===== src/rtl/pcie_legacyint_ctrl.sv =====
// PCIe legacy INTx sequencer: merges masked level sources and issues Assert/Deassert_INTx
// message requests over a req/ack handshake. Optional ack-timeout retry via PCIE_LEGACYINT_RETRY_EN.
module pcie_legacyint_ctrl #(
   parameter int NUM_SRC     = 4,
   parameter int ACK_TIMEOUT = 255
) (
   input  logic               clk_i,
   input  logic               rst_i,
   input  logic [NUM_SRC-1:0] irq_i,
   input  logic [NUM_SRC-1:0] irq_mask_i,
   input  logic               intx_disable_i,
   output logic               msg_req_o,
   output logic               msg_assert_o,
   input  logic               msg_ack_i,
   output logic               int_status_o,
   output logic [1:0]         state_o,
   output logic               timeout_o
);

   // Handshake: msg_req_o/msg_assert_o are held stable until the cycle msg_ack_i is seen
   // high while msg_req_o is high; that edge completes the transfer. Ack without req is ignored.

   typedef enum logic [1:0] {
      ST_IDLE          = 2'b00,
      ST_SEND_ASSERT   = 2'b01,
      ST_ASSERTED      = 2'b10,
      ST_SEND_DEASSERT = 2'b11
   } state_t;

   if ((NUM_SRC < 1) || (NUM_SRC > 32) || (ACK_TIMEOUT < 2) || (ACK_TIMEOUT > 65535)) begin : g_param_err
      $error("pcie_legacyint_ctrl: parameter out of range");
   end

   state_t r_state;
   state_t w_state_nxt;
   logic   r_status_q;
   logic   r_pending_q;
   logic   r_msg_req;
   logic   r_msg_assert;
   logic   w_req_nxt;
   logic   w_assert_nxt;
   logic   w_ack_hit;
   logic   w_src_any;
   logic   w_timeout_fire;

   assign w_src_any = |(irq_i & ~irq_mask_i);
   assign w_ack_hit = r_msg_req & msg_ack_i;

   // Pending is taken from the registered status so the FSM sees a two-stage synchronised view.
   always_ff @(posedge clk_i) begin
      if (rst_i) begin
         r_status_q  <= 1'b0;
         r_pending_q <= 1'b0;
      end else begin
         r_status_q  <= w_src_any;
         r_pending_q <= r_status_q & ~intx_disable_i;
      end
   end

`ifdef PCIE_LEGACYINT_RETRY_EN
   localparam logic [15:0] LP_CNT_LAST = 16'(ACK_TIMEOUT - 1);

   logic [15:0] r_wait_cnt;
   logic        r_timeout;

   assign w_timeout_fire = r_msg_req & ~msg_ack_i & (r_wait_cnt == LP_CNT_LAST);

   always_ff @(posedge clk_i) begin
      if (rst_i) begin
         r_wait_cnt <= 16'd0;
         r_timeout  <= 1'b0;
      end else begin
         r_timeout <= w_timeout_fire;
         if ((w_state_nxt != r_state) || w_timeout_fire || !r_msg_req) begin
            r_wait_cnt <= 16'd0;
         end else if (!msg_ack_i) begin
            r_wait_cnt <= r_wait_cnt + 16'd1;
         end
      end
   end

   assign timeout_o = r_timeout;
`else
   assign w_timeout_fire = 1'b0;
   assign timeout_o      = 1'b0;
`endif

   // State register with registered message outputs.
   always_ff @(posedge clk_i) begin
      if (rst_i) begin
         r_state      <= ST_IDLE;
         r_msg_req    <= 1'b0;
         r_msg_assert <= 1'b0;
      end else begin
         r_state      <= w_state_nxt;
         r_msg_req    <= w_req_nxt;
         r_msg_assert <= w_assert_nxt;
      end
   end

   // Next state: an ack always wins over a simultaneous pending change.
   always_comb begin
      w_state_nxt = r_state;
      case (r_state)
         ST_IDLE:          if (r_pending_q)  w_state_nxt = ST_SEND_ASSERT;
         ST_SEND_ASSERT:   if (w_ack_hit)    w_state_nxt = ST_ASSERTED;
         ST_ASSERTED:      if (!r_pending_q) w_state_nxt = ST_SEND_DEASSERT;
         ST_SEND_DEASSERT: if (w_ack_hit)    w_state_nxt = ST_IDLE;
         default:                            w_state_nxt = ST_IDLE;
      endcase
   end

   // Output decode on the next state; a timeout opens a one-cycle request gap.
   always_comb begin
      w_req_nxt    = 1'b0;
      w_assert_nxt = 1'b0;
      case (w_state_nxt)
         ST_SEND_ASSERT: begin
            w_req_nxt    = ~w_timeout_fire;
            w_assert_nxt = 1'b1;
         end
         ST_SEND_DEASSERT: begin
            w_req_nxt    = ~w_timeout_fire;
            w_assert_nxt = 1'b0;
         end
         default: begin
            w_req_nxt    = 1'b0;
            w_assert_nxt = 1'b0;
         end
      endcase
   end

   assign msg_req_o    = r_msg_req;
   assign msg_assert_o = r_msg_assert;
   assign int_status_o = r_status_q;
   assign state_o      = r_state;

endmodule


===== config.mk =====
export PLATFORM = sky130hd
export DESIGN_NAME = pcie_legacyint_ctrl
export DESIGN_NICKNAME = d
export VERILOG_FILES = /design/src/rtl/pcie_legacyint_ctrl.sv
export SDC_FILE = /design/constraint.sdc
export NUM_CORES = 1
export LEC_CHECK = 0
export CELL_PAD_IN_SITES_DETAIL_PLACEMENT = 1
export CELL_PAD_IN_SITES_GLOBAL_PLACEMENT = 1
export CORE_AREA = 2 2 39 41
export DETAILED_ROUTE_END_ITERATION = 16
export DIE_AREA = 0 0 41 43
export GPL_ROUTABILITY_DRIVEN = 0
export PLACE_DENSITY = 0.63
export SETUP_SLACK_MARGIN = 0.4
export SLEW_MARGIN = 20
export SYNTH_ARGS = -nofsm -noshare
export SYNTH_HDL_FRONTEND = slang
export SYNTH_SLANG_ARGS = --single-unit

===== constraint.sdc =====
create_clock -name clk_i -period 0.9 [get_ports clk_i]
set_input_delay 0.27 -clock clk_i [delete_from_list [all_inputs] [get_ports clk_i]]
set_output_delay 0.27 -clock clk_i [all_outputs]
set_load 0.05 [all_outputs]

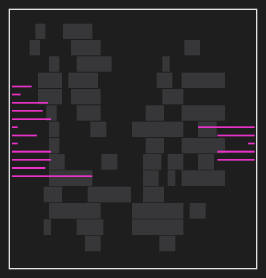
run_1/layer_met3.png
Drawn at 6 px/um. Cells faint in the background.
nets with wire on the layer	17
main direction	horizontal
vias: 256
met3 GRT Util: 6.28%

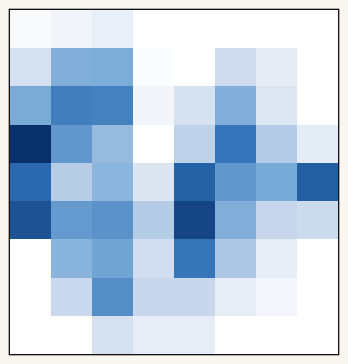
run_1/metal_density.png
Drawn at 8 px/um. The die is cut into 8 by 9 equal tiles; white is low, dark blue is high, scaled to the fullest tile. Values are wire area over tile area, all layers added.
densest ninth of the die	west
fullest tile	0.26
tiles over half the peak	24%
mean over tiles	0.075
Post-Route WL: 808 um
GRT Total Usage: 11.5%

==> flow_summary_export.csv, run 1 <==
group,metric,value,unit
cells_and_area,combGateArea,149,um2
route,firstDrtPassIters,1,
global_route,grt_pass1_wl,1.24,mm
worst_setup_path,cp_slowest_stage_delay,370,ps
clock_tree,cts_buffer_depth,2,
timing,fin_worst_skew,4.87,ps
worst_setup_path,cp_slowest_cell,"dfxtp_4",
timing,setup_ws,-128,ps
floorplan,rows,14,
cells_and_area,seq_share,21.3,%
synth,syn_area,221,um2
place,hpwl,624,um
global_route,grt_max_degree,5,
clock_tree,clkTransAtPathRegs,50,ps
flow_run,maxCapViolations,0,
timing,fin_crit,1030,ps
cells_and_area,dominant_cells,"non-clock buffers",
power,p_comb,0.272,mW
power,comb_power_share,34.1,%
place,dp_worst_setup_slack,-270,ps
synth,yosysWarningCount,0,
synth,avgSynthCellArea,10.1,um2
floorplan,chipArea,0.00176,mm2
timing,setup_viol,8,
worst_setup_path,crit_family,"flip-flops",
worst_setup_path,critPathLaunchType,"register",
route,ant_nets,0,
worst_setup_path,cp.arrival,760,ps
floorplan,die_x,41,um
global_route,grt_util_met2,19.7,%
worst_setup_path,reg2reg_from,"msg_req_o",
synth,synth_cells,22,
power,power_leader,"combinational cells",
synth,yosys.area.top_type,"dfxtp_1",
min_path,min_from,"rst_i",
synth,yosysCellCount,22,
min_path,hold_class,"input pin to register",
timing,period_used_share,114,%
global_route,antenna_found_initial,0,
synth,xor_area_share,3.95,%
flow_run,warning_count,29,
cells_and_area,clock_cell_area_share,4.86,%
clock_tree,hold_buffers,0,
worst_setup_path,r2r-end,"state_o[1]",
floorplan,num_io_pins,18,
cells_and_area,layout-drive-gt1-share,76.1,%
synth,yosys.stat.seqShare,45.2,%
worst_setup_path,critical_path_depth,1,
power,seq_power,0.254,mW
route,highest_layer,"met3",
cells_and_area,comb_share,27.5,%
cells_and_area,nFillCells,165,
place,io_buffers,16,
cells_and_area,fin_nets,59,
min_path,hold_end,"int_status_o",
floorplan,fp_util,16.0,%
power,p_sw,0.246,mW
power,ir_drop,0.680,mV
worst_setup_path,reg2reg_slack,-90,ps
global_route,grt_pass1_vias,310,
synth,top_area_share,45.2,%
synth,ys_sh_simple,18.1,%
route,drt_iter0_markers,0,
synth,edf_count,0,
synth,mux_share,0,%
cells_and_area,signal_buffers,22,
synth,ys.flops,5,
synth,synth_cell_types,14,
place,placed_area,494,um2
power,internal_power,0.552,mW
clock_tree,cts-root-buf,"clkbuf_4",
cells_and_area,finalNonFillerCells,62,
clock_tree,cts.repair.resized,40,
cells_and_area,inverters_excl_clock,1,
cells_and_area,flops,5,
power,seqPwrFrac,31.8,%
timing,worst_hold_slack,286,ps
clock_tree,cts_sinks,5,
timing,slew_violations,0,
synth,synthFlopType,"dfxtp_1",
status,outcome,"finished with violations",
worst_setup_path,end_kind,"output port",
clock_tree,postCtsSetupBuffers,4,
clock_tree,cts_buffers,3,
status,violations,"setup timing",
global_route,grt-busiest-layer,"met2",
place,placed_cells,54,
cells_and_area,diodes,0,
synth,logic_family,"AND-OR/OR-AND gates",
synth,adder_share,0,%
route,drc_errors,0,
synth,compound_area_share,22.6,%
synth,yosys.stat.chipArea,221,um2
clock_tree,htreeDepth,1,
cells_and_area,flop_area,115,um2
clock_tree,clk-insertion-delay-late,250,ps
synth,common_cells,"5 x dfxtp_1, 4 x nand2b_1, 2 x buf_4",
worst_setup_path,crit_end,"state_o[0]",
cells_and_area,layout_top_cells,"6 x buf_4, 6 x buf_2, 5 x buf_12",
cells_and_area,fin_util,39.1,%
floorplan,tapCellCount,16,
timing,final-hold-violation-count,0,
global_route,grt_overflow,0,
worst_setup_path,path_cells,"buf_12",
route,dr_wl_met3,84,um
power,clockPowerShare,34.1,%
min_path,worstHoldPathCells,3,
cells_and_area,area_delta_synth_final,144,%
synth,async_flop_share,0,%
power,p_total,0.798,mW
route,wl_met2,483,um
timing,max_freq,0.972,GHz
worst_setup_path,worstSetupPathType,"register to output port",
cells_and_area,final_area,541,um2
worst_setup_path,critPathBufInv,1,
synth,area_leaders,"dfxtp_1 45%, nand2b_1 11%, buf_4 6.8%, a21bo_1 4.5%, o211a_1 4.5%",
worst_setup_path,cp_max_fo,3,
worst_setup_path,setup.worst_path.start,"msg_req_o",
floorplan,fp.dieH,43,um
power,power_density,1480,mW/mm2
cells_and_area,logic_gate_count,14,
synth,most_common_cell,"dfxtp_1",
cells_and_area,clkbuf_count,4,
timing,rsz0062_at_grt,"true",
route,viasPerCell,4.13,
synth,floorplan.nets,34,
power,leakagePower,0.255,nW
floorplan,core-area,0.00138,mm2
clock_tree,cts_tree,"done",
worst_setup_path,reg2regPathDepth,4,
power,p_clk,0.272,mW
timing,final.setup.tns,-768,ps
power,swShare,30.8,%
global_route,grt_use_met1,8.97,%
route,wl_per_cell,13.0,um
worst_setup_path,cp.required,630,ps
route,wl_met1,240,um
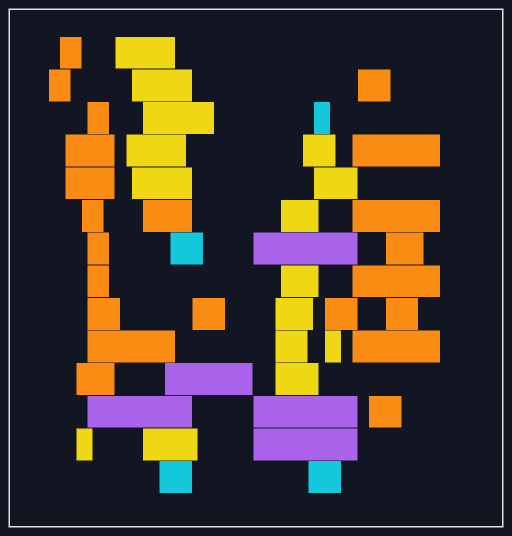
run_1/placement_by_type.png
Drawn at 12 px/um.
colour	class	cells
cyan	clock drivers and dummy loads	4
yellow	combinational and other logic	15
purple	sequential cells	5
orange	remaining buffers and delay cells	22

run_1/placement.png
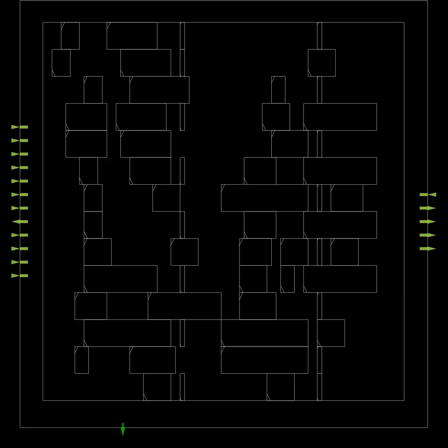

==> run 1 -> run 2 <==
--- a/config.mk
+++ b/config.mk
@@ -11,9 +11,11 @@
 export DETAILED_ROUTE_END_ITERATION = 16
 export DIE_AREA = 0 0 41 43
 export GPL_ROUTABILITY_DRIVEN = 0
-export PLACE_DENSITY = 0.63
+export PLACE_DENSITY = 0.64
 export SETUP_SLACK_MARGIN = 0.4
+export SKIP_CTS_REPAIR_TIMING = 1
 export SLEW_MARGIN = 20
 export SYNTH_ARGS = -nofsm -noshare
 export SYNTH_HDL_FRONTEND = slang
 export SYNTH_SLANG_ARGS = --single-unit
+export TNS_END_PERCENT = 5
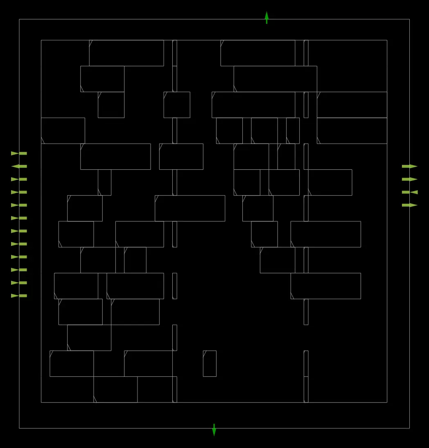
run_2/placement.png
n_taps: 16
Final Core Density: 38.7%
# rows: 14
Seq/total area: 20.6%

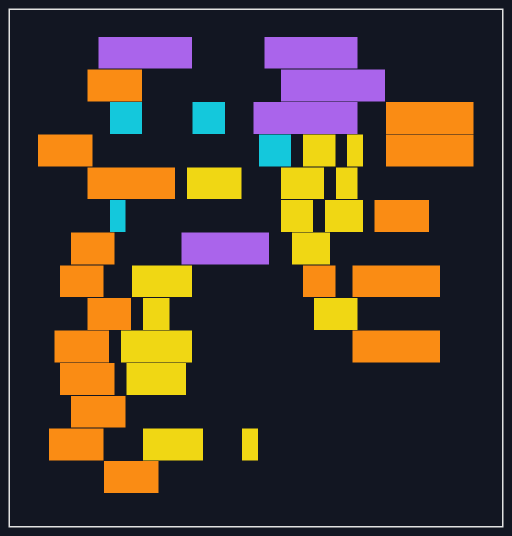
run_2/placement_by_type.png
Drawn at 12 px/um.
colour	class	cells
yellow	combinational and other logic	15
orange	remaining buffers and delay cells	17
cyan	clock drivers and dummy loads	4
purple	sequential cells	5

==> run 2 against run 1 <==
  * The run still ends with setup timing left
  * Sequential power grew 4%
  * Flip-flop count is the same
  * Global-route usage shrank 3.5 points
  * Combinational power shrank 11%
  * First-iteration DRC count is the same
  * Non-clock buffer count shrank 5
  * Largest power group is now sequential cells
  * Clock power shrank 9.6%
  * Wire length shrank 21%
  * Cell area shrank 0.93%
  * Clock-buffer cell count is the same
  * Synthesized cell count is the same
==> flow_summary_export.csv, run 2 <==
group,metric,value,unit
power,p_clk,0.246,mW
place,dp_worst_setup_slack,-273,ps
timing,final-hold-violation-count,0,
global_route,grt_overflow,0,
cells_and_area,dominant_cells,"non-clock buffers",
power,swShare,28.1,%
power,seq_power,0.264,mW
route,highest_layer,"met3",
worst_setup_path,cp.arrival,770,ps
global_route,grt_use_met1,6.77,%
worst_setup_path,critPathBufInv,1,
clock_tree,clk-insertion-delay-late,230,ps
timing,setup_viol,5,
timing,worst_hold_slack,241,ps
cells_and_area,fin_nets,54,
worst_setup_path,critPathLaunchType,"register",
flow_run,maxCapViolations,0,
cells_and_area,layout-drive-gt1-share,46.3,%
synth,most_common_cell,"dfxtp_1",
power,p_total,0.751,mW
clock_tree,cts_buffers,3,
global_route,grt_max_degree,8,
power,internal_power,0.540,mW
worst_setup_path,cp_slowest_stage_delay,400,ps
floorplan,chipArea,0.00176,mm2
route,routed_wirelength,642,um
timing,max_freq,0.961,GHz
worst_setup_path,reg2regPathDepth,2,
power,clockPowerShare,32.7,%
cells_and_area,combGateArea,138,um2
cells_and_area,flop_area,110,um2
cells_and_area,final_area,536,um2
floorplan,fp_util,16.0,%
min_path,worstHoldPathCells,2,
synth,top_area_share,45.2,%
synth,floorplan.nets,34,
synth,common_cells,"5 x dfxtp_1, 4 x nand2b_1, 2 x buf_4",
floorplan,die_x,41,um
status,outcome,"finished with violations",
power,power_leader,"sequential cells",
timing,rsz0062_at_grt,"true",
clock_tree,cts_buffer_depth,2,
cells_and_area,diodes,0,
timing,slew_violations,0,
worst_setup_path,r2r-end,"state_o[1]",
synth,xor_area_share,3.95,%
worst_setup_path,cp_max_fo,7,
synth,ys_sh_simple,18.1,%
synth,area_leaders,"dfxtp_1 45%, nand2b_1 11%, buf_4 6.8%, a21bo_1 4.5%, o211a_1 4.5%",
worst_setup_path,reg2reg_from,"state_o[1]",
global_route,grt.met3_usage,6.81,%
timing,fin_worst_skew,5.35,ps
clock_tree,cts_tree,"done",
route,viasPerCell,4.05,
worst_setup_path,crit_family,"flip-flops",
power,power_density,1400,mW/mm2
cells_and_area,clkbuf_count,4,
place,placed_area,452,um2
global_route,grt_pass1_wl,945,um
clock_tree,cts-root-buf,"clkbuf_4",
min_path,min_from,"intx_disable_i",
power,p_sw,0.211,mW
route,drt_iter0_markers,0,
flow_run,warning_count,28,
place,placed_cells,53,
timing,fin_crit,1040,ps
synth,compound_area_share,22.6,%
synth,yosysCellCount,22,
floorplan,num_io_pins,18,
synth,avgSynthCellArea,10.1,um2
cells_and_area,logic_gate_count,14,
clock_tree,cts_sinks,5,
synth,mux_share,0,%
timing,setup_ws,-141,ps
route,firstDrtPassIters,1,
power,ir_drop,0.951,mV
power,leakagePower,0.286,nW
route,drc_errors,0,
floorplan,fp.dieH,43,um
global_route,grt-busiest-layer,"met2",
cells_and_area,flops,5,
synth,synthFlopType,"dfxtp_1",
worst_setup_path,reg2reg_slack,110,ps
synth,synth_cells,22,
min_path,hold_class,"input pin to register",
synth,logic_family,"AND-OR/OR-AND gates",
worst_setup_path,critical_path_depth,1,
cells_and_area,area_delta_synth_final,142,%
synth,yosys.area.top_type,"dfxtp_1",
cells_and_area,clock_cell_area_share,4.91,%
synth,yosys.stat.chipArea,221,um2
min_path,hold_end,"r_pending_q",
synth,yosys.stat.seqShare,45.2,%
route,wl_met2,356,um
status,violations,"setup timing",
power,comb_power_share,32.2,%
route,wl_met1,200,um
cells_and_area,finalNonFillerCells,57,
power,p_comb,0.242,mW
place,io_buffers,16,
global_route,grt_pass1_vias,268,
clock_tree,htreeDepth,1,
route,ant_nets,0,
worst_setup_path,setup.worst_path.start,"msg_req_o",
power,seqPwrFrac,35.1,%
worst_setup_path,cp_slowest_cell,"dfxtp_4",
global_route,gr-usage-all-layers,8.04,%
worst_setup_path,worstSetupPathType,"register to output port",
cells_and_area,inverters_excl_clock,1,
cells_and_area,layout_top_cells,"8 x dlymetal6s2s_1, 5 x buf_12, 3 x nand2b_4, 3 x clkbuf_4, 3 x clkdlybuf4s50_1",
global_route,grt_util_met2,14.4,%
worst_setup_path,path_cells,"buf_12",
worst_setup_path,cp.required,630,ps
synth,yosysWarningCount,0,
synth,edf_count,0,
cells_and_area,nFillCells,148,
worst_setup_path,end_kind,"output port",
Power is estimated from default activity; no workload was simulated.
